[src/rtl/pbit_vote_decoder_pkg.sv]
// ============================================================================
//  Module      : pbit_vote_decoder_pkg
//  Description : Shared state encoding, readout selects and default widths
//                for the p-bit vote decoder and the adder top level.
//  Revision    : 1.0  initial release
// ============================================================================
`default_nettype none

package pbit_vote_decoder_pkg;

   localparam int DEF_WIDTH  = 4;
   localparam int DEF_CNT_W  = 16;
   localparam int DEF_BURN_W = 8;

   typedef enum logic [1:0] {
      ST_IDLE  = 2'd0,
      ST_BURN  = 2'd1,
      ST_ACCUM = 2'd2,
      ST_DONE  = 2'd3
   } state_t;

   // Base codes of the cnt_sel groups; bit i of a group is base + i.
   localparam logic [3:0] SEL_A0  = 4'd0;
   localparam logic [3:0] SEL_B0  = 4'd4;
   localparam logic [3:0] SEL_S0  = 4'd8;
   localparam logic [3:0] SEL_OVF = 4'd12;

endpackage

`default_nettype wire

[src/rtl/pbit_ones_counter.sv]
// ============================================================================
//  Module      : pbit_ones_counter
//  Description : Ones counter for one p-bit plus its strict-majority compare.
//  Revision    : 1.0  initial release
// ============================================================================
`default_nettype none

module pbit_ones_counter
   import pbit_vote_decoder_pkg::*;
#(
   parameter int CNT_W = DEF_CNT_W
) (
   input  logic             clk,
   input  logic             reset,
   input  logic             i_clr,
   input  logic             i_en,
   input  logic             i_bit,
   input  logic [CNT_W-1:0] i_num_steps,
   output logic [CNT_W-1:0] o_count,
   output logic             o_majority
);

   logic [CNT_W-1:0] r_count;

   always_ff @(posedge clk or negedge reset) begin
      if (!reset) begin
         r_count <= '0;
      end else if (i_clr) begin
         r_count <= '0;
      end else if (i_en && i_bit) begin
         r_count <= r_count + CNT_W'(1);
      end
   end

   // One extra bit so 2*count cannot wrap; a tie resolves to 0.
   assign o_majority = ({r_count, 1'b0} > {1'b0, i_num_steps});
   assign o_count    = r_count;

endmodule

`default_nettype wire

[src/rtl/pbit_vote_decoder.sv]
// ============================================================================
//  Module      : pbit_vote_decoder
//  Description : Burn-in, ones counting and majority decode of the adder's
//                p-bit outputs, with an arithmetic consistency flag.
//  Revision    : 1.0  initial release
// ============================================================================
`default_nettype none

module pbit_vote_decoder
   import pbit_vote_decoder_pkg::*;
#(
   parameter int WIDTH  = DEF_WIDTH,
   parameter int CNT_W  = DEF_CNT_W,
   parameter int BURN_W = DEF_BURN_W
) (
   input  logic              clk,
   input  logic              reset,
   input  logic [WIDTH-1:0]  a_out,
   input  logic [WIDTH-1:0]  b_out,
   input  logic [WIDTH-1:0]  sum_out,
   input  logic              overflow,
   input  logic              start,
   input  logic              abort,
   input  logic [BURN_W-1:0] burn_in,
   input  logic [CNT_W-1:0]  num_steps,
   input  logic [3:0]        cnt_sel,
   output logic              busy,
   output logic              valid,
   output logic [WIDTH-1:0]  a_dec,
   output logic [WIDTH-1:0]  b_dec,
   output logic [WIDTH-1:0]  sum_dec,
   output logic              ovf_dec,
   output logic              consistent,
   output logic [CNT_W-1:0]  cnt_out
);

   localparam int c_NBITS = 3*WIDTH + 1;

   state_t              r_state;
   state_t              w_state_nxt;
   logic [BURN_W-1:0]   r_burn_cnt;
   logic [CNT_W-1:0]    r_num_steps;
   logic [CNT_W-1:0]    r_step_cnt;
   logic [c_NBITS-1:0]  r_dec;
   logic                r_consistent;

   logic                w_start_run;
   logic                w_count_en;
   logic                w_enter_done;
   logic                w_n_zero;
   logic [c_NBITS-1:0]  w_bits;
   logic [c_NBITS-1:0]  w_maj;
   logic [CNT_W-1:0]    w_cnt [c_NBITS];
   logic [WIDTH:0]      w_ab_sum;
   logic                w_consistent;
   logic [CNT_W-1:0]    w_cnt_out;

   always_ff @(posedge clk or negedge reset) begin
      if (!reset) r_state <= ST_IDLE;
      else        r_state <= w_state_nxt;
   end

   always_comb begin
      w_state_nxt  = r_state;
      w_start_run  = 1'b0;
      w_count_en   = 1'b0;
      w_enter_done = 1'b0;
      if (abort) begin
         w_state_nxt = ST_IDLE;
      end else begin
         case (r_state)
            ST_IDLE, ST_DONE: begin
               if (start) begin
                  w_start_run = 1'b1;
                  if (burn_in != '0)        w_state_nxt = ST_BURN;
                  else if (num_steps != '0) w_state_nxt = ST_ACCUM;
                  else begin
                     w_state_nxt  = ST_DONE;
                     w_enter_done = 1'b1;
                  end
               end
            end
            ST_BURN: begin
               if (r_burn_cnt == BURN_W'(1)) begin
                  if (r_num_steps == '0) begin
                     w_state_nxt  = ST_DONE;
                     w_enter_done = 1'b1;
                  end else begin
                     w_state_nxt = ST_ACCUM;
                  end
               end
            end
            ST_ACCUM: begin
               // One extra cycle after the last sample lets the decode see final counts.
               if (r_step_cnt == r_num_steps) begin
                  w_state_nxt  = ST_DONE;
                  w_enter_done = 1'b1;
               end else begin
                  w_count_en = 1'b1;
               end
            end
            default: w_state_nxt = ST_IDLE;
         endcase
      end
   end

   assign w_n_zero = w_start_run ? (num_steps == '0) : (r_num_steps == '0);

   always_ff @(posedge clk or negedge reset) begin
      if (!reset) begin
         r_burn_cnt   <= '0;
         r_num_steps  <= '0;
         r_step_cnt   <= '0;
         r_dec        <= '0;
         r_consistent <= 1'b0;
      end else begin
         if (w_start_run) begin
            r_burn_cnt  <= burn_in;
            r_num_steps <= num_steps;
            r_step_cnt  <= '0;
         end else begin
            if (r_state == ST_BURN) r_burn_cnt <= r_burn_cnt - BURN_W'(1);
            if (w_count_en)         r_step_cnt <= r_step_cnt + CNT_W'(1);
         end
         if (w_enter_done) begin
            if (w_n_zero) begin
               r_dec        <= '0;
               r_consistent <= 1'b1;
            end else begin
               r_dec        <= w_maj;
               r_consistent <= w_consistent;
            end
         end
      end
   end

   assign w_bits = {overflow, sum_out, b_out, a_out};

   generate
      for (genvar j = 0; j < c_NBITS; j++) begin : g_cnt
         pbit_ones_counter #(.CNT_W(CNT_W)) u_cnt (
            .clk         (clk),
            .reset       (reset),
            .i_clr       (w_start_run),
            .i_en        (w_count_en),
            .i_bit       (w_bits[j]),
            .i_num_steps (r_num_steps),
            .o_count     (w_cnt[j]),
            .o_majority  (w_maj[j])
         );
      end
   endgenerate

   assign w_ab_sum     = {1'b0, w_maj[WIDTH-1:0]} + {1'b0, w_maj[2*WIDTH-1:WIDTH]};
   assign w_consistent = (w_maj[3*WIDTH:2*WIDTH] == w_ab_sum);

   always_comb begin
      w_cnt_out = '0;
      for (int i = 0; i < WIDTH; i++) begin
         if (cnt_sel == SEL_A0 + 4'(i)) w_cnt_out = w_cnt[i];
         if (cnt_sel == SEL_B0 + 4'(i)) w_cnt_out = w_cnt[WIDTH+i];
         if (cnt_sel == SEL_S0 + 4'(i)) w_cnt_out = w_cnt[2*WIDTH+i];
      end
      if (cnt_sel == SEL_OVF) w_cnt_out = w_cnt[3*WIDTH];
   end

   assign cnt_out    = w_cnt_out;
   assign busy       = (r_state == ST_BURN) || (r_state == ST_ACCUM);
   assign valid      = (r_state == ST_DONE);
   assign a_dec      = r_dec[WIDTH-1:0];
   assign b_dec      = r_dec[2*WIDTH-1:WIDTH];
   assign sum_dec    = r_dec[3*WIDTH-1:2*WIDTH];
   assign ovf_dec    = r_dec[3*WIDTH];
   assign consistent = r_consistent;

endmodule

`default_nettype wire
[config.mk]
export PLATFORM = sky130hd
export DESIGN_NAME = pbit_vote_decoder
export DESIGN_NICKNAME = d
export VERILOG_FILES = /design/src/rtl/pbit_vote_decoder_pkg.sv /design/src/rtl/pbit_ones_counter.sv /design/src/rtl/pbit_vote_decoder.sv
export SDC_FILE = /design/constraint.sdc
export NUM_CORES = 1
export LEC_CHECK = 0
export ABC_AREA = 1
export CORE_AREA = 4 4 207 209
export CTS_CLUSTER_DIAMETER = 200
export DETAILED_ROUTE_END_ITERATION = 7
export DIE_AREA = 0 0 211 213
export PLACE_DENSITY_LB_ADDON = 0.1
export SYNTH_ARGS = -nofsm -noshare
export SYNTH_HDL_FRONTEND = slang
export SYNTH_SLANG_ARGS = --single-unit
[constraint.sdc]
create_clock -name clk -period 7.7 [get_ports clk]
set_clock_uncertainty 0.1 [all_clocks]
set_input_delay 1.54 -clock clk [delete_from_list [all_inputs] [get_ports clk]]
set_output_delay 1.54 -clock clk [all_outputs]
set_load 0.03 [all_outputs]
==> tab_implementation.tex, run 1 <==
% Synthesis and place-and-route results
\begin{tabular}{lr}
\hline
Metric & Value \\
\hline
\multicolumn{2}{l}{\textbf{Critical path}} \\
\quad Critical path's slowest cell & sky130\_fd\_sc\_hd\_\_clkdlybuf4s50\_1 \\
\quad Crit-path most repeated cell & sky130\_fd\_sc\_hd\_\_nor2\_1 \\
\quad R2r startpoint & r\_num\_steps[4] \\
\quad Destination of the worst register-to-register timing path & consistent \\
\quad Worst Setup Path Type & primary input to output port \\
\quad Maximum fanout encountered on the critical timing path & 15 \\
\quad Worst R2R Setup Slack & approximately 3500 ps \\
\quad Worst Setup Start Kind & primary input \\
\quad Required arrival time at the worst endpoint & just over 6000 ps \\
\quad Setup crit end kind & output port \\
\multicolumn{2}{l}{\textbf{Synthesis}} \\
\quad Most used flip-flop cell & sky130\_fd\_sc\_hd\_\_dfrtp\_1 \\
\quad Largest cells by area after synthesis & sky130\_fd\_sc\_hd\_\_dfrtp\_1 (30\%), sky130\_fd\_sc\_hd\_\_ha\_1 (12\%), sky130\_fd\_sc\_hd\_\_nand2\_1 (12\%) \\
\quad Post-synthesis async set-or-reset flop share & 100\% \\
\quad Largest area contributor in the synthesized netlist & sky130\_fd\_sc\_hd\_\_dfrtp\_1 \\
\quad Post-synth EDFFs & 0 \\
\quad Flops out of synthesis & between 200 and 300 \\
\quad Top-area cell share & between 30\% and 40\% \\
\quad Total standard cell area after synthesis & $\sim$0.022 sq mm \\
\quad Total cells reported by yosys after synthesis & 3040 \\
\quad Instance tally after logic synthesis & 3040 \\
\quad Syn\_nets & roughly 3.3k \\
\quad YS warnings & 0 \\
\quad Area reported by Yosys stat & between 0.02 and 0.025 sq mm \\
\quad Post-synth seq share & 30.1\% \\
\multicolumn{2}{l}{\textbf{Placed design}} \\
\quad Post-Place Cells & around 3.6k \\
\quad Final GP Congestion & 0.953 \\
\quad Number of port buffers & around 76 \\
\multicolumn{2}{l}{\textbf{Floorplanning}} \\
\quad Number of standard-cell rows in the floorplan & about 74 \\
\quad Chip Footprint & $\sim$0.045 sq mm \\
\quad Core footprint & between 0.04 and 0.05 sq mm \\
\quad Initial core utilization & between 50\% and 60\% \\
\quad Chip Width & about 210 um \\
\quad Die extent in y & 213 um \\
\multicolumn{2}{l}{\textbf{Power and ir drop}} \\
\quad Total power draw & 7.48 mW \\
\quad Power density relative to cell area & $\sim$300 mW/mm\^{}2 \\
\quad Leakage power & $\sim$11 nW \\
\quad IR Drop Worst-Case VDD & approximately 0.19 mV \\
\multicolumn{2}{l}{\textbf{Final layout}} \\
\quad Fin cells & approximately 3.7k \\
\quad Area growth from synthesis to layout & 11.2\% \\
\quad FILL cells & between 3k and 4k \\
\quad Highest-count logic cell in the final layout & sky130\_fd\_sc\_hd\_\_nand2\_1 \\
\quad Fin nets & between 3k and 4k \\
\quad Antenna Cells & 0 \\
\multicolumn{2}{l}{\textbf{Clock tree}} \\
\quad Maximum buffer depth of the clock tree & 3 \\
\quad Number of sinks on the clock net & between 200 and 300 \\
\quad CTS root buf & sky130\_fd\_sc\_hd\_\_clkbuf\_16 \\
\quad Number of buffers created by CTS & 31 \\
\quad Number of instances resized during post-cts repair & 0 \\
\quad Hold buffer count at CTS & 0 \\
\quad Number of setup buffers added after CTS & 0 \\
\quad Clock latency at the later pin of the worst-skew pair & $\sim$600 ps \\
\quad Maximum level of the CTS H-tree & 1 \\
\multicolumn{2}{l}{\textbf{Global routing}} \\
\quad Global-route wire length before repair & about 120000 um \\
\quad Met2 track demand over resource & 52.1\% \\
\quad Aggregate global routing overflow & 0 \\
\quad Pin count of the biggest net entering global routing & approximately 140 \\
\quad Busiest layer in global routing & met2 \\
\quad Via count of the first global-routing pass & 20.9k \\
\quad Initial antenna violation count & 1 \\
\multicolumn{2}{l}{\textbf{Routing}} \\
\quad Drt total wl & between 70000 and 80000 um \\
\quad Routed len/inst & $\sim$21 um \\
\quad Post-route DRC & 0 \\
\quad Number of search-and-repair iterations in the first detailed-routing pass & 6 \\
\quad Post-DRT Antenna Nets & 0 \\
\quad Via count & between 20k and 25k \\
\quad Via-to-Cell Ratio & roughly 6.1 \\
\quad Detailed Route Iter0 Violations & 2262 \\
\multicolumn{2}{l}{\textbf{Timing}} \\
\quad Fin crit period & 6510 ps \\
\quad Worst slack on hold paths & 381 ps \\
\quad Final sum of negative setup slack & 0 ps \\
\quad Final number of hold-violating endpoints & 0 \\
\quad Fin crit share & between 80\% and 90\% \\
\quad Setup repair after global routing missed its margin & false \\
\quad Final Slew Violations & 0 \\
\quad Max Freq & $\sim$150 MHz \\
\multicolumn{2}{l}{\textbf{Status}} \\
\quad Outcome & finished, final reports clean \\
\multicolumn{2}{l}{\textbf{Min path}} \\
\quad Launch instance of the worst min-delay path & r\_dec[11] \\
\quad End of the worst hold path & r\_dec[11] \\
\quad Hold/Removal Path Class & register to register \\
\multicolumn{2}{l}{\textbf{Run}} \\
\quad Number of warnings in the stage logs & 31 \\
\hline
\end{tabular}
[run 1: area by class of cell]
cell class	instances	area [sq um]	share of cell area, %
Multi-Input combinational cell	2392	13800	56.7
Sequential cell	264	6610	27.1
Inverter	321	1210	4.97
Timing Repair Buffer	99	963	3.95
Clock buffer	39	866	3.55
Tap cell	532	666	2.73
Clock inverter	19	263	1.08
[run 1: routing by layer]
layer  vias up  share of wire (%)
met4         2                3.2
met2       955                 44
met5         -              0.018
met1     10500                 44
met3       165                8.9
li1      10600                  -
[run 1: cell families after synthesis]
kind of cell             count (synthesis)  synth area share (%)
flip-flops                             264                  30.1
AND/OR/NAND/NOR                       1592                  32.5
AND-OR/OR-AND                          425                  11.7
XOR/XNOR                               155                  6.18
buffers and inverters                  384                  6.96
multiplexers                             1                0.0456
adder cells (fa/ha/maj)                219                  12.5
[run 1: sequential cells by signal, indices dropped and copies added (netlist names)]
name                 flops
r_step_cnt              16
g_cnt.u_cnt.o_count    208
r_dec                   13
r_state                  2
r_num_steps             16
consistent               1
r_burn_cnt               8
[run 1: per-stage QoR]
stage          setup WS [ps]  instance area [sq um]
6_report                1190                  24400
5_1_grt                 1000                  24400
4_1_cts                 1250                  24400
3_5_place_dp            1240                  23300
3_3_place_gp            1300                  23300
2_1_floorplan           3130                  22000
[run 1: power by group]
group,total (mW),internal [mW],switching (mW)
registers,2.16,1.68,0.474
clock network,1.64,0.995,0.646
logic,3.68,1.17,2.51
total,7.48,3.85,3.63
[run 1: worst max-delay path by stage]
stage	slack, ps	end	from	cells after the start
final	1190	cnt_out[3]	cnt_sel[0]	11
after global routing	1000	cnt_out[9]	cnt_sel[1]	11
after CTS	1250	cnt_out[3]	cnt_sel[0]	11
after detailed placement	1240	cnt_out[3]	cnt_sel[0]	11
after global placement	1300	cnt_out[3]	cnt_sel[1]	11
after floorplan	3130	cnt_out[13]	cnt_sel[3]	6
[run 1: critical path: cells and delay by family]
kind	cells	cell delay [ps]
buf+inv	2	1270
simple gates	9	2050
[run 1: synthesized netlist by cell type, drive strengths merged (2+ instances only)]
library cell and count:
o22ai 12, o21ai 129, a21o 8, clkbuf 29, nor3 130, o221ai 4
xor2 134, a211oi 3, o21a 2, o31ai 125, nor4 30, buf 34
xnor2 21, nand2 744, nand3 254, a21oi 116, inv 317, clkinv 4
nand4 155, o211ai 20, nor2 264, a31oi 2, o2111ai 2, ha 218
nand3b 12, or2 2, dfrtp 264
Fig. 1: run 1, metal 4
Cells faint in the background.
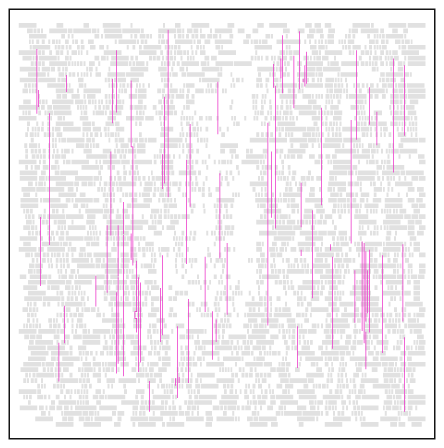
share of all routed wire: 3.2%
wire length on this layer: 2420 um
nets with wire on the layer: 49
main direction: vertical

Fig. 2: run 1, track usage over the die
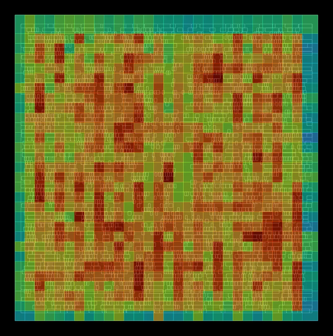
post-layout util: 59.8%
met3 layer usage reported by global route: 5.39%
global-route track usage on met1: 48.1%
overall routing resource usage: 33.3%

Fig. 3: run 1, register map, names as in the netlist
Other sequential cells in the stronger gray, the rest of the logic in the fainter gray.
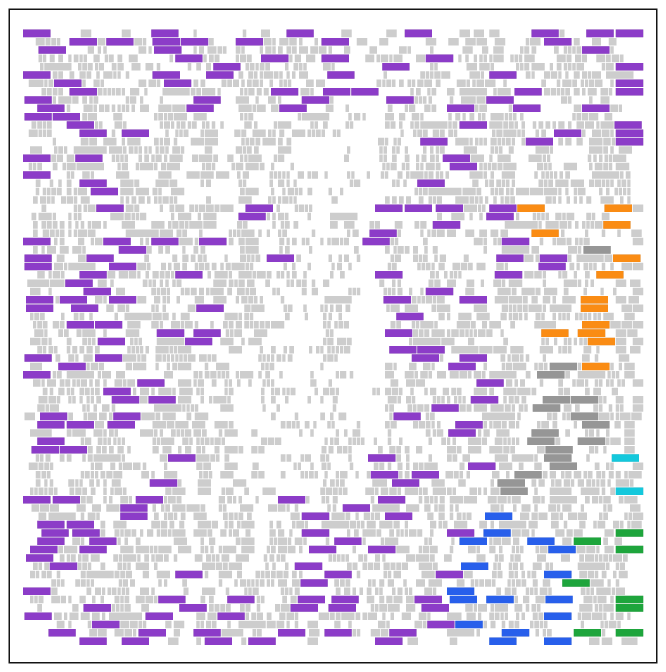
[`r_dec`] orange | flops: 13 | where: east
[`r_state`] cyan | flops: 2
[`r_burn_cnt`] green | flops: 8 | where: south-east
[`r_step_cnt`] blue | flops: 16 | where: south-east
[`g_cnt.u_cnt.o_count`] purple | flops: 208 | where: spread over the die

## Run 2: what changed since run 1
Clock period 7.7 ns to 5.25 ns, I/O delays scaled along.
Fig. 4: run 2, track usage over the die
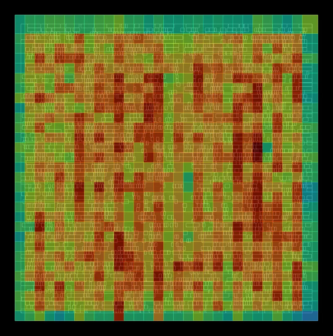
routed len/inst: 20.6 um
post-layout util: 60.3%
met3 layer usage reported by global route: 5.36%
overall routing resource usage: 33.5%
met2 track demand over resource: 51.7%

Fig. 5: run 2, metal 4
Cells faint in the background.
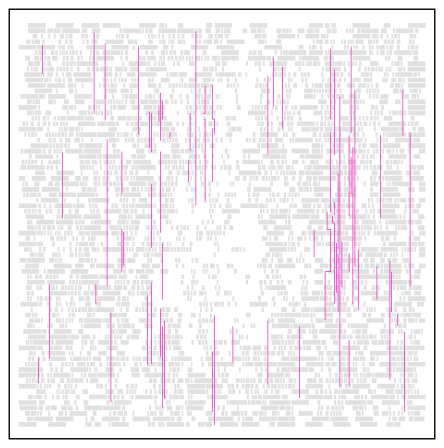
longest straight run: 87.7 um
wire length on this layer: 2340 um
nets with wire on the layer: 46
share of all routed wire: 3.1%
main direction: vertical
drt total wl: 76300 um
via count: 22.5k

==> run 2 against run 1 <==
Critical path depth is the same; synthesized cell count is the same; critical endpoint is now cnt_out[15]; die size is the same; largest power group unchanged; area after synthesis is the same; first-iteration DRC count shrank 3.1%; largest cell class unchanged.
==> tab_implementation.tex, run 2 <==
% Synthesis and place-and-route results
\begin{tabular}{lr}
\hline
Metric & Value \\
\hline
\multicolumn{2}{l}{\textbf{Status}} \\
\quad Outcome & finished, final reports clean \\
\multicolumn{2}{l}{\textbf{Routing}} \\
\quad Detailed Route Iter0 Violations & 2193 (-3.1\%) \\
\quad Post-DRT Antenna Nets & 0 (unchanged) \\
\quad Post-route DRC & 0 (unchanged) \\
\quad Number of search-and-repair iterations in the first detailed-routing pass & 8 (+2) \\
\multicolumn{2}{l}{\textbf{Critical path}} \\
\quad Worst Setup Start Kind & primary input \\
\quad Kind of cell adding the most delay to the critical path & simple AND/OR/NAND/NOR gates \\
\quad Setup crit end kind & output port \\
\quad Worst Setup Path Type & primary input to output port \\
\quad R2r startpoint & r\_num\_steps[15] \\
\quad Crit-path most repeated cell & sky130\_fd\_sc\_hd\_\_nand3\_1 \\
\quad Required arrival time at the worst endpoint & 4100 ps (-1960 ps) \\
\quad Count of buffer and inverter cells on the critical path & 2 (unchanged) \\
\quad Worst R2R Setup Slack & 1330 ps (-2190 ps) \\
\quad Maximum fanout encountered on the critical timing path & 7 (-8) \\
\multicolumn{2}{l}{\textbf{Synthesis}} \\
\quad Instance tally after logic synthesis & 3040 (unchanged) \\
\quad Total cells reported by yosys after synthesis & 3040 (unchanged) \\
\quad Largest area contributor in the synthesized netlist & sky130\_fd\_sc\_hd\_\_dfrtp\_1 \\
\quad Most repeated cell in the gate-level netlist after synthesis & sky130\_fd\_sc\_hd\_\_nand2\_1 \\
\quad Largest cells by area after synthesis & sky130\_fd\_sc\_hd\_\_dfrtp\_1 (30\%), sky130\_fd\_sc\_hd\_\_ha\_1 (12\%), sky130\_fd\_sc\_hd\_\_nand2\_1 (12\%) \\
\quad Most used flip-flop cell & sky130\_fd\_sc\_hd\_\_dfrtp\_1 \\
\quad YS warnings & 0 (unchanged) \\
\quad Post-synthesis async set-or-reset flop share & 100\% (unchanged) \\
\quad Flops out of synthesis & 264 (unchanged) \\
\quad Post-synth seq share & 30.1\% (unchanged) \\
\quad Area reported by Yosys stat & 0.0220 sq mm (unchanged) \\
\quad Top-area cell share & 30.1\% (unchanged) \\
\quad Post-synth EDFFs & 0 (unchanged) \\
\multicolumn{2}{l}{\textbf{Min path}} \\
\quad End of the worst hold path & r\_dec[10] \\
\multicolumn{2}{l}{\textbf{Power and ir drop}} \\
\quad Power density relative to cell area & 452 mW/mm\^{}2 (+47\%) \\
\quad Total power draw & 11.1 mW (+49\%) \\
\multicolumn{2}{l}{\textbf{Placed design}} \\
\quad Final GP Congestion & 0.996 (+4.5\%) \\
\quad Cell Area, Placed & 0.0235 sq mm (+0.80\%) \\
\quad Number of port buffers & 76 (unchanged) \\
\quad Post-Place Cells & 3634 (+0.72\%) \\
\multicolumn{2}{l}{\textbf{Clock tree}} \\
\quad Hold buffer count at CTS & 0 (unchanged) \\
\quad CTS root buf & sky130\_fd\_sc\_hd\_\_clkbuf\_16 \\
\quad Number of buffers created by CTS & 34 (+9.7\%) \\
\quad Number of sinks on the clock net & 264 (unchanged) \\
\quad Number of instances resized during post-cts repair & 0 (unchanged) \\
\quad Number of setup buffers added after CTS & 0 (unchanged) \\
\quad Maximum level of the CTS H-tree & 2 (+1) \\
\multicolumn{2}{l}{\textbf{Global routing}} \\
\quad Global-route wire length before repair & 119000 um (about the same) \\
\quad Pin count of the biggest net entering global routing & 118 (-17\%) \\
\quad Via count of the first global-routing pass & 21.3k (+1.7\%) \\
\quad Initial antenna violation count & 1 (unchanged) \\
\multicolumn{2}{l}{\textbf{Timing}} \\
\quad Fin crit period & just over 5000 ps \\
\quad Worst slack on hold paths & 387 ps (+6.21 ps) \\
\quad Final Slew Violations & 0 (unchanged) \\
\quad Setup repair after global routing missed its margin & false \\
\quad Final number of hold-violating endpoints & 0 (unchanged) \\
\quad Fin crit share & 97.0\% \\
\quad Crit path setup slack, layout & 159 ps (-1030 ps) \\
\multicolumn{2}{l}{\textbf{Floorplanning}} \\
\quad Die extent in y & 213 um (unchanged) \\
\quad Chip Footprint & 0.0449 sq mm (unchanged) \\
\multicolumn{2}{l}{\textbf{Final layout}} \\
\quad Highest-count logic cell in the final layout & sky130\_fd\_sc\_hd\_\_nand2\_1 \\
\quad Cell area after layout & 0.0246 sq mm (+0.89\%) \\
\quad FILL cells & 3778 (-0.47\%) \\
\quad Max reg flops & 208 (unchanged) \\
\quad Fin cells & 3695 (+0.79\%) \\
\multicolumn{2}{l}{\textbf{Run}} \\
\quad Number of warnings in the stage logs & 32 (+3.2\%) \\
\hline
\end{tabular}
Fig. 6: run 2, register map, names as in the netlist
Other sequential cells in the stronger gray, the rest of the logic in the fainter gray.
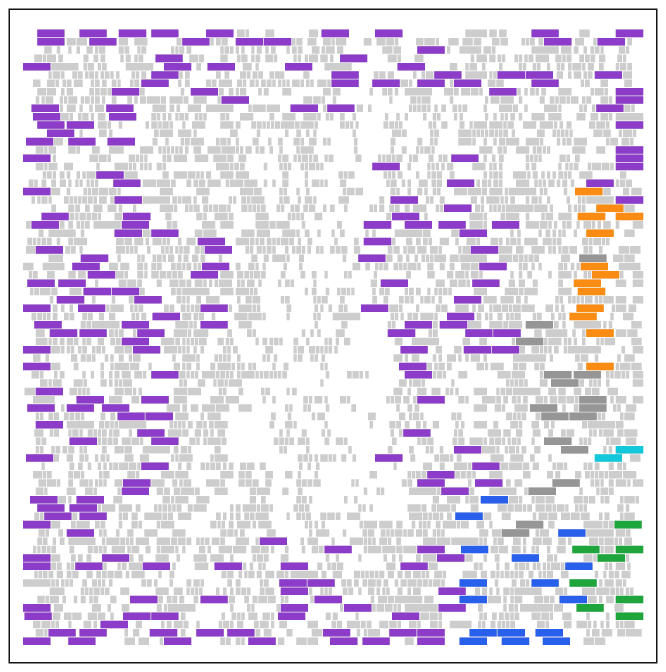
[`r_step_cnt`] blue | flops: 16 | where: south-east
[`g_cnt.u_cnt.o_count`] purple | flops: 208 | where: spread over the die
[`r_state`] cyan | flops: 2
[`r_burn_cnt`] green | flops: 8 | where: south-east
[`r_dec`] orange | flops: 13 | where: east
not colored: 17

run 2: netlist changes by cell type in the layout (fill, tap and decap cells not counted), sizes merged:
cell           delta
buf              +38
bufinv            -2
clkbuf           +10
clkdlybuf4s50    -12
clkinv            -3
clkinvlp          -3
diode             +1
run 2: per-layer routing:
layer,part of all wire (%),vias to the layer above,global-route usage (%)
li1,-,10700,-
met1,45,10700,48.6
met2,43,986,51.7
met3,9.0,165,5.36
met4,3.1,2,10.0
met5,0.016,-,0
run 2: worst reg2reg max path, stage by stage (launching register included):
cell	delay, ps
sky130_fd_sc_hd__dfrtp_1	410
sky130_fd_sc_hd__inv_1	450
sky130_fd_sc_hd__ha_1	280
sky130_fd_sc_hd__nand4_1	100
sky130_fd_sc_hd__or2_2	290
sky130_fd_sc_hd__o41ai_2	750
sky130_fd_sc_hd__inv_1	170
sky130_fd_sc_hd__ha_1	260
sky130_fd_sc_hd__inv_1	80
sky130_fd_sc_hd__fa_1	230
sky130_fd_sc_hd__inv_1	60
sky130_fd_sc_hd__a31oi_1	190
sky130_fd_sc_hd__inv_1	60
sky130_fd_sc_hd__nand2_1	70
sky130_fd_sc_hd__nand2_1	50
sky130_fd_sc_hd__nor2_1	100
sky130_fd_sc_hd__nand3_1	80
sky130_fd_sc_hd__a21oi_1	120
run 2: area by class of cell:
class | instances | area (sq um) | area share [%]
multi-input combinational | 2392 | 13800 | 56.2
sequential | 264 | 6610 | 26.8
inverter | 321 | 1210 | 4.92
timing repair buffer | 125 | 1140 | 4.63
clock buffer | 49 | 988 | 4.01
tap | 532 | 666 | 2.70
clock inverter | 11 | 169 | 0.686
antenna | 1 | 2.50 | 0.0102
run 2: worst max path at each step:
stage,from,end,slack [ps]
global route,cnt_sel[1],cnt_out[7],80
global placement,cnt_sel[1],cnt_out[0],210
CTS,cnt_sel[1],cnt_out[0],190
detailed placement,cnt_sel[1],cnt_out[0],190
finish,cnt_sel[1],cnt_out[15],160
floorplan,cnt_sel[3],cnt_out[13],1660
run 2: cells by family after synthesis:
family / Yosys count / synth area share, %
compound gates: 425 / 11.7
xor+xnor: 155 / 6.18
fa+ha+maj: 219 / 12.5
buf+inv: 384 / 6.96
flops: 264 / 30.1
mux: 1 / 0.0456
simple gates: 1592 / 32.5
run 2: where the power goes:
group	internal (mW)	switching [mW]	total [mW]	leakage, nW
sequential	2.47	0.700	3.17	3.58
clock	1.51	0.947	2.45	0.565
combinational	1.76	3.74	5.51	6.89
total	5.74	5.39	11.1	11.0
## Run 3: what changed since run 2
==> constraint.sdc (replaced) <==
create_clock -name clk -period 5.25 [get_ports clk]
set_clock_uncertainty 0.1 [all_clocks]
set_input_delay 1.575 -clock clk [delete_from_list [all_inputs] [get_ports clk]]
set_output_delay 1.575 -clock clk [all_outputs]
set_load 0.03 [all_outputs]
Fig. 7: run 3, metal 4
Cells faint in the background.
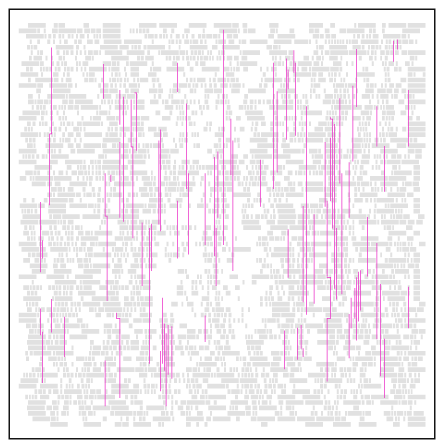
main direction: vertical
share of all routed wire: 3.7%
via count: 22.6k
drt total wl: 76600 um

Fig. 8: run 3, track usage over the die
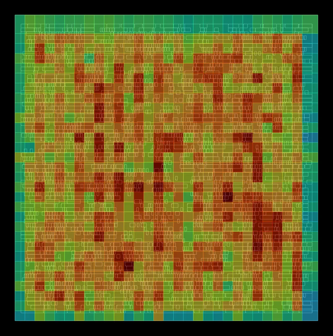
met2 track demand over resource: 50.9%
routed len/inst: 20.6 um
busiest layer in global routing: met2
global-route track usage on met1: 48.4%
post-layout util: 61.0%

==> run 3 against run 2 <==
First-iteration DRC count is 1.5% higher; global-route usage is 0.081 points higher; critical path type unchanged; utilization is 0.64 points higher; critical endpoint is now cnt_out[2]; fmax is 1.3% lower; total power is 1.3% lower; critical path depth is 2 higher; register-to-register slack worse by 90 ps; combinational power hardly changed; highest routed layer is now met4.
==> tab_implementation.tex, run 3 <==
% Synthesis and place-and-route results
\begin{tabular}{lr}
\hline
Metric & Value \\
\hline
\multicolumn{2}{l}{\textbf{Status}} \\
\quad Outcome & finished, final reports clean \\
\multicolumn{2}{l}{\textbf{Clock tree}} \\
\quad Clock slew at reported path FFs & about 50 ps \\
\quad CTS root buf & sky130\_fd\_sc\_hd\_\_clkbuf\_16 \\
\quad Clock latency at the later pin of the worst-skew pair & $\sim$540 ps \\
\quad Number of buffers created by CTS & 34 (unchanged) \\
\quad Maximum buffer depth of the clock tree & 3 \\
\quad Number of sinks on the clock net & 264 (unchanged) \\
\quad Maximum level of the CTS H-tree & 2 (unchanged) \\
\quad TritonCTS clock tree & yes \\
\multicolumn{2}{l}{\textbf{Min path}} \\
\quad Hold/Removal Path Class & register to register \\
\quad Instance count along the most critical hold path & 2 \\
\multicolumn{2}{l}{\textbf{Floorplanning}} \\
\quad Chip Width & around 210 um \\
\quad Core footprint & between 0.04 and 0.05 sq mm \\
\quad Chip Footprint & 0.0449 sq mm (unchanged) \\
\quad Die extent in y & 213 um (unchanged) \\
\quad I/O Pins & 77 \\
\quad Number of standard-cell rows in the floorplan & around 74 \\
\quad Initial core utilization & between 50 and 60\% \\
\multicolumn{2}{l}{\textbf{Final layout}} \\
\quad FILL cells & 3826 (+1.3\%) \\
\quad Fin cells & 3710 (+0.41\%) \\
\quad Area growth from synthesis to layout & 13.4\% \\
\quad Highest-count logic cell in the final layout & sky130\_fd\_sc\_hd\_\_nand2\_1 \\
\quad Commonest non-fill, non-tap cells in the layout & sky130\_fd\_sc\_hd\_\_nand2\_1 (715), sky130\_fd\_sc\_hd\_\_inv\_1 (306), sky130\_fd\_sc\_hd\_\_dfrtp\_1 (264), sky130\_fd\_sc\_hd\_\_nor2\_1 (251), sky130\_fd\_sc\_hd\_\_nand3\_1 (249) \\
\quad Antenna Cells & 0 (-1) \\
\quad Layout cell share with drive strength beyond 1 & roughly 6.9\% \\
\quad Fin nets & 3420 \\
\quad Max reg flops & 208 (unchanged) \\
\multicolumn{2}{l}{\textbf{Placed design}} \\
\quad Post-detailed-placement half-perimeter wirelength & 58000 um \\
\quad Final GP Congestion & 0.996 (about the same) \\
\quad Number of port buffers & 76 (unchanged) \\
\quad Post-Place Cells & 3648 (+0.39\%) \\
\multicolumn{2}{l}{\textbf{Global routing}} \\
\quad Via count of the first global-routing pass & 21.3k (-0.10\%) \\
\quad Pin count of the biggest net entering global routing & 155 (+31\%) \\
\quad Aggregate global routing overflow & 0 \\
\quad Overall routing resource usage & 33.5\% (+0.081 points) \\
\quad Global-route wire length before repair & 119000 um (about the same) \\
\quad Initial antenna violation count & 0 (-1) \\
\multicolumn{2}{l}{\textbf{Timing}} \\
\quad Measured slew at the worst slew-check pin & between 800 and 900 ps \\
\quad Total of endpoints with negative setup slack in the final report & 0 \\
\quad Max Freq & between 150 and 200 MHz \\
\quad Worst slack on hold paths & 381 ps (-6.01 ps) \\
\quad Worst slew margin relative to its limit & between 40\% and 50\% \\
\quad Final number of hold-violating endpoints & 0 (unchanged) \\
\quad Fin crit period & 5160 ps (+66.6 ps) \\
\quad Final Slew Violations & 0 (unchanged) \\
\quad Fin crit share & 98.2\% (+1.3 points) \\
\quad Final sum of negative setup slack & 0 ps \\
\multicolumn{2}{l}{\textbf{Power and ir drop}} \\
\quad Leakage power & 11.2 nW \\
\quad Power density relative to cell area & 441 mW/mm\^{}2 (-2.3\%) \\
\quad Total power draw & 11.0 mW (-1.3\%) \\
\quad IR Drop Worst-Case VDD & approximately 0.33 mV \\
\multicolumn{2}{l}{\textbf{Synthesis}} \\
\quad Number of library cell types mapped by synthesis & approximately 44 \\
\quad Syn\_nets & 3304 \\
\quad Area reported by Yosys stat & 0.0220 sq mm (unchanged) \\
\quad YS warnings & 0 (unchanged) \\
\quad Most repeated cell in the gate-level netlist after synthesis & sky130\_fd\_sc\_hd\_\_nand2\_1 \\
\quad Total standard cell area after synthesis & 0.0220 sq mm \\
\quad Total cells reported by yosys after synthesis & 3040 (unchanged) \\
\quad Post-synth seq share & 30.1\% (unchanged) \\
\quad Largest area contributor in the synthesized netlist & sky130\_fd\_sc\_hd\_\_dfrtp\_1 \\
\quad Largest cells by area after synthesis & sky130\_fd\_sc\_hd\_\_dfrtp\_1 (30\%), sky130\_fd\_sc\_hd\_\_ha\_1 (12\%), sky130\_fd\_sc\_hd\_\_nand2\_1 (12\%) \\
\quad Most used flip-flop cell & sky130\_fd\_sc\_hd\_\_dfrtp\_1 \\
\quad Top-area cell share & 30.1\% (unchanged) \\
\quad Flops out of synthesis & 264 (unchanged) \\
\quad Instance tally after logic synthesis & 3040 (unchanged) \\
\quad Commonest cells in the netlist & sky130\_fd\_sc\_hd\_\_nand2\_1 (717), sky130\_fd\_sc\_hd\_\_inv\_1 (308), sky130\_fd\_sc\_hd\_\_dfrtp\_1 (264) \\
\quad Post-synthesis async set-or-reset flop share & 100\% (unchanged) \\
\quad Post-synth EDFFs & 0 (unchanged) \\
\quad Synthesized area per cell & 7.22 sq um \\
\multicolumn{2}{l}{\textbf{Critical path}} \\
\quad Maximum fanout encountered on the critical timing path & 13 (+6) \\
\quad Cell count of the worst reg-to-reg path & 16 \\
\quad Setup crit end kind & output port \\
\quad Kind of cell adding the most delay to the critical path & simple AND/OR/NAND/NOR gates \\
\quad Signal arrival time at the worst endpoint & 3480 ps \\
\quad Delay of the slowest cell on the worst path & 260 ps \\
\quad Cell depth of the worst setup path & 13 \\
\quad Crit-path most repeated cell & sky130\_fd\_sc\_hd\_\_nand2\_1 \\
\quad Worst Setup Start Kind & primary input \\
\quad Count of buffer and inverter cells on the critical path & 4 (+2) \\
\quad Critical path's slowest cell & sky130\_fd\_sc\_hd\_\_o22ai\_1 \\
\quad Worst Setup Path Type & primary input to output port \\
\quad Cell breakdown of the critical path & buf\_2, nor2\_1, nand2\_1, buf\_4, o22ai\_1, nor3\_1, buf\_4, o2111ai\_1, nand2\_1, nand4\_1, nand2\_1, nand2\_1, buf\_4 \\
\quad Required arrival time at the worst endpoint & 3580 ps (-520 ps) \\
\multicolumn{2}{l}{\textbf{Routing}} \\
\quad Post-route DRC & 0 (unchanged) \\
\quad Number of search-and-repair iterations in the first detailed-routing pass & 6 (-2) \\
\quad Post-DRT Antenna Nets & 0 (unchanged) \\
\quad Via-to-Cell Ratio & 6.10 \\
\quad Detailed Route Iter0 Violations & 2225 (+1.5\%) \\
\multicolumn{2}{l}{\textbf{Run}} \\
\quad Number of violations of the max-capacitance limit & 0 \\
\quad Number of warnings in the stage logs & 33 (+3.1\%) \\
\hline
\end{tabular}
Fig. 9: run 3, routed clock nets over the placement
The bar under the picture is 50 um long.
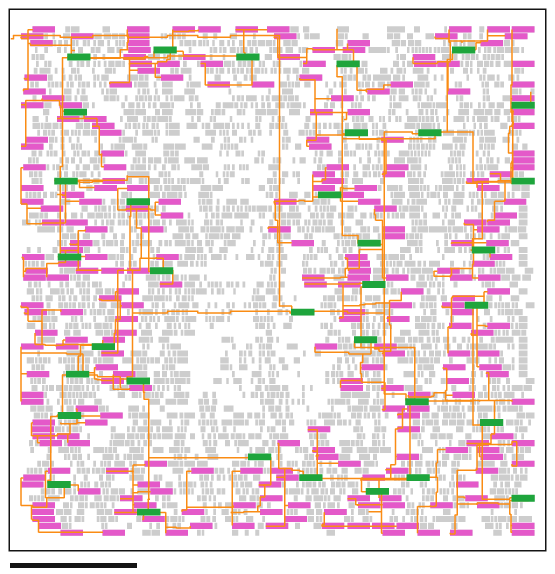
[flip-flops] magenta | count: 264
[clock wires] orange | length: 4140 um
[clock-net drivers] green | count: 34
flops lie: spread over the die

run 3: cell counts after synthesis:
Identical to the previous run, type by type.
run 3: layer usage:
layer	track usage [%]	vias up	part of all wire [%]
met5	0	-	0
met4	11.7	0	3.7
met3	5.99	191	9.2
met2	50.9	1036	43
met1	48.4	10700	44
li1	-	10700	-
run 3: area by class of cell:
class,count,area (sq um),area share [%]
inverters,321,1210,4.87
repair buffers,143,1310,5.27
clock buffers,51,996,4.00
clock inverters,7,92.6,0.372
well taps,532,666,2.67
flip-flops and latches,264,6610,26.5
multi-input cells,2392,14000,56.3
run 3: worst min-delay path: stages (launching register included):
cell and delay [ps]:
sky130_fd_sc_hd__dfrtp_1 340, sky130_fd_sc_hd__nand2_1 50, sky130_fd_sc_hd__o31ai_1 50
run 3: final timing paths:
check / start / endpoint / slack, ps
min in group asynchronous: reset / r_burn_cnt[2] / 900
max in group asynchronous: reset / g_cnt[3].u_cnt.o_count[8] / 3120
worst max register to register: r_num_steps[8] / consistent / 1240
worst min register to register: r_dec[11] / r_dec[11] / 380
worst min-delay path: r_dec[11] / r_dec[11] / 380
worst max-delay path: cnt_sel[0] / cnt_out[2] / 90
run 3: cells by family (layout without fill, tap and decap cells):
group / after synthesis / count (layout) / synth area share [%]
buf+inv: 384 / 522 / 6.96
simple gates: 1592 / 1592 / 32.5
xor+xnor: 155 / 155 / 6.18
flops: 264 / 264 / 30.1
mux: 1 / 1 / 0.0456
compound gates: 425 / 425 / 11.7
fa+ha+maj: 219 / 219 / 12.5
run 3: metrics by stage:
| step | util [%] | instance area, sq um | worst slack (ps) |
|---|---|---|---|
| detailed placement | 57.8 | 23600 | -545 |
| global placement | 57.8 | 23600 | -575 |
| finish | 61.0 | 24900 | 92.8 |
| global route | 61.0 | 24900 | -9.11 |
| floorplan | - | 22000 | 608 |
| CTS | 60.8 | 24800 | 9.53 |
run 3: timing repair:
item,in CTS,in global routing
pin swaps,8,16
gates resized,42,24
cloned,0,3
setup buffers,1,1
setup endpoints to repair,16,11
hold buffers,0,0
run 3: report_power, final:
group | internal, mW | total (mW) | switching (mW)
clock | 1.41 | 2.32 | 0.916
combinational | 1.76 | 5.50 | 3.75
sequential | 2.47 | 3.16 | 0.694
total | 5.63 | 11.0 | 5.36
No activity file was given, so power comes from the tool's default toggle rates.
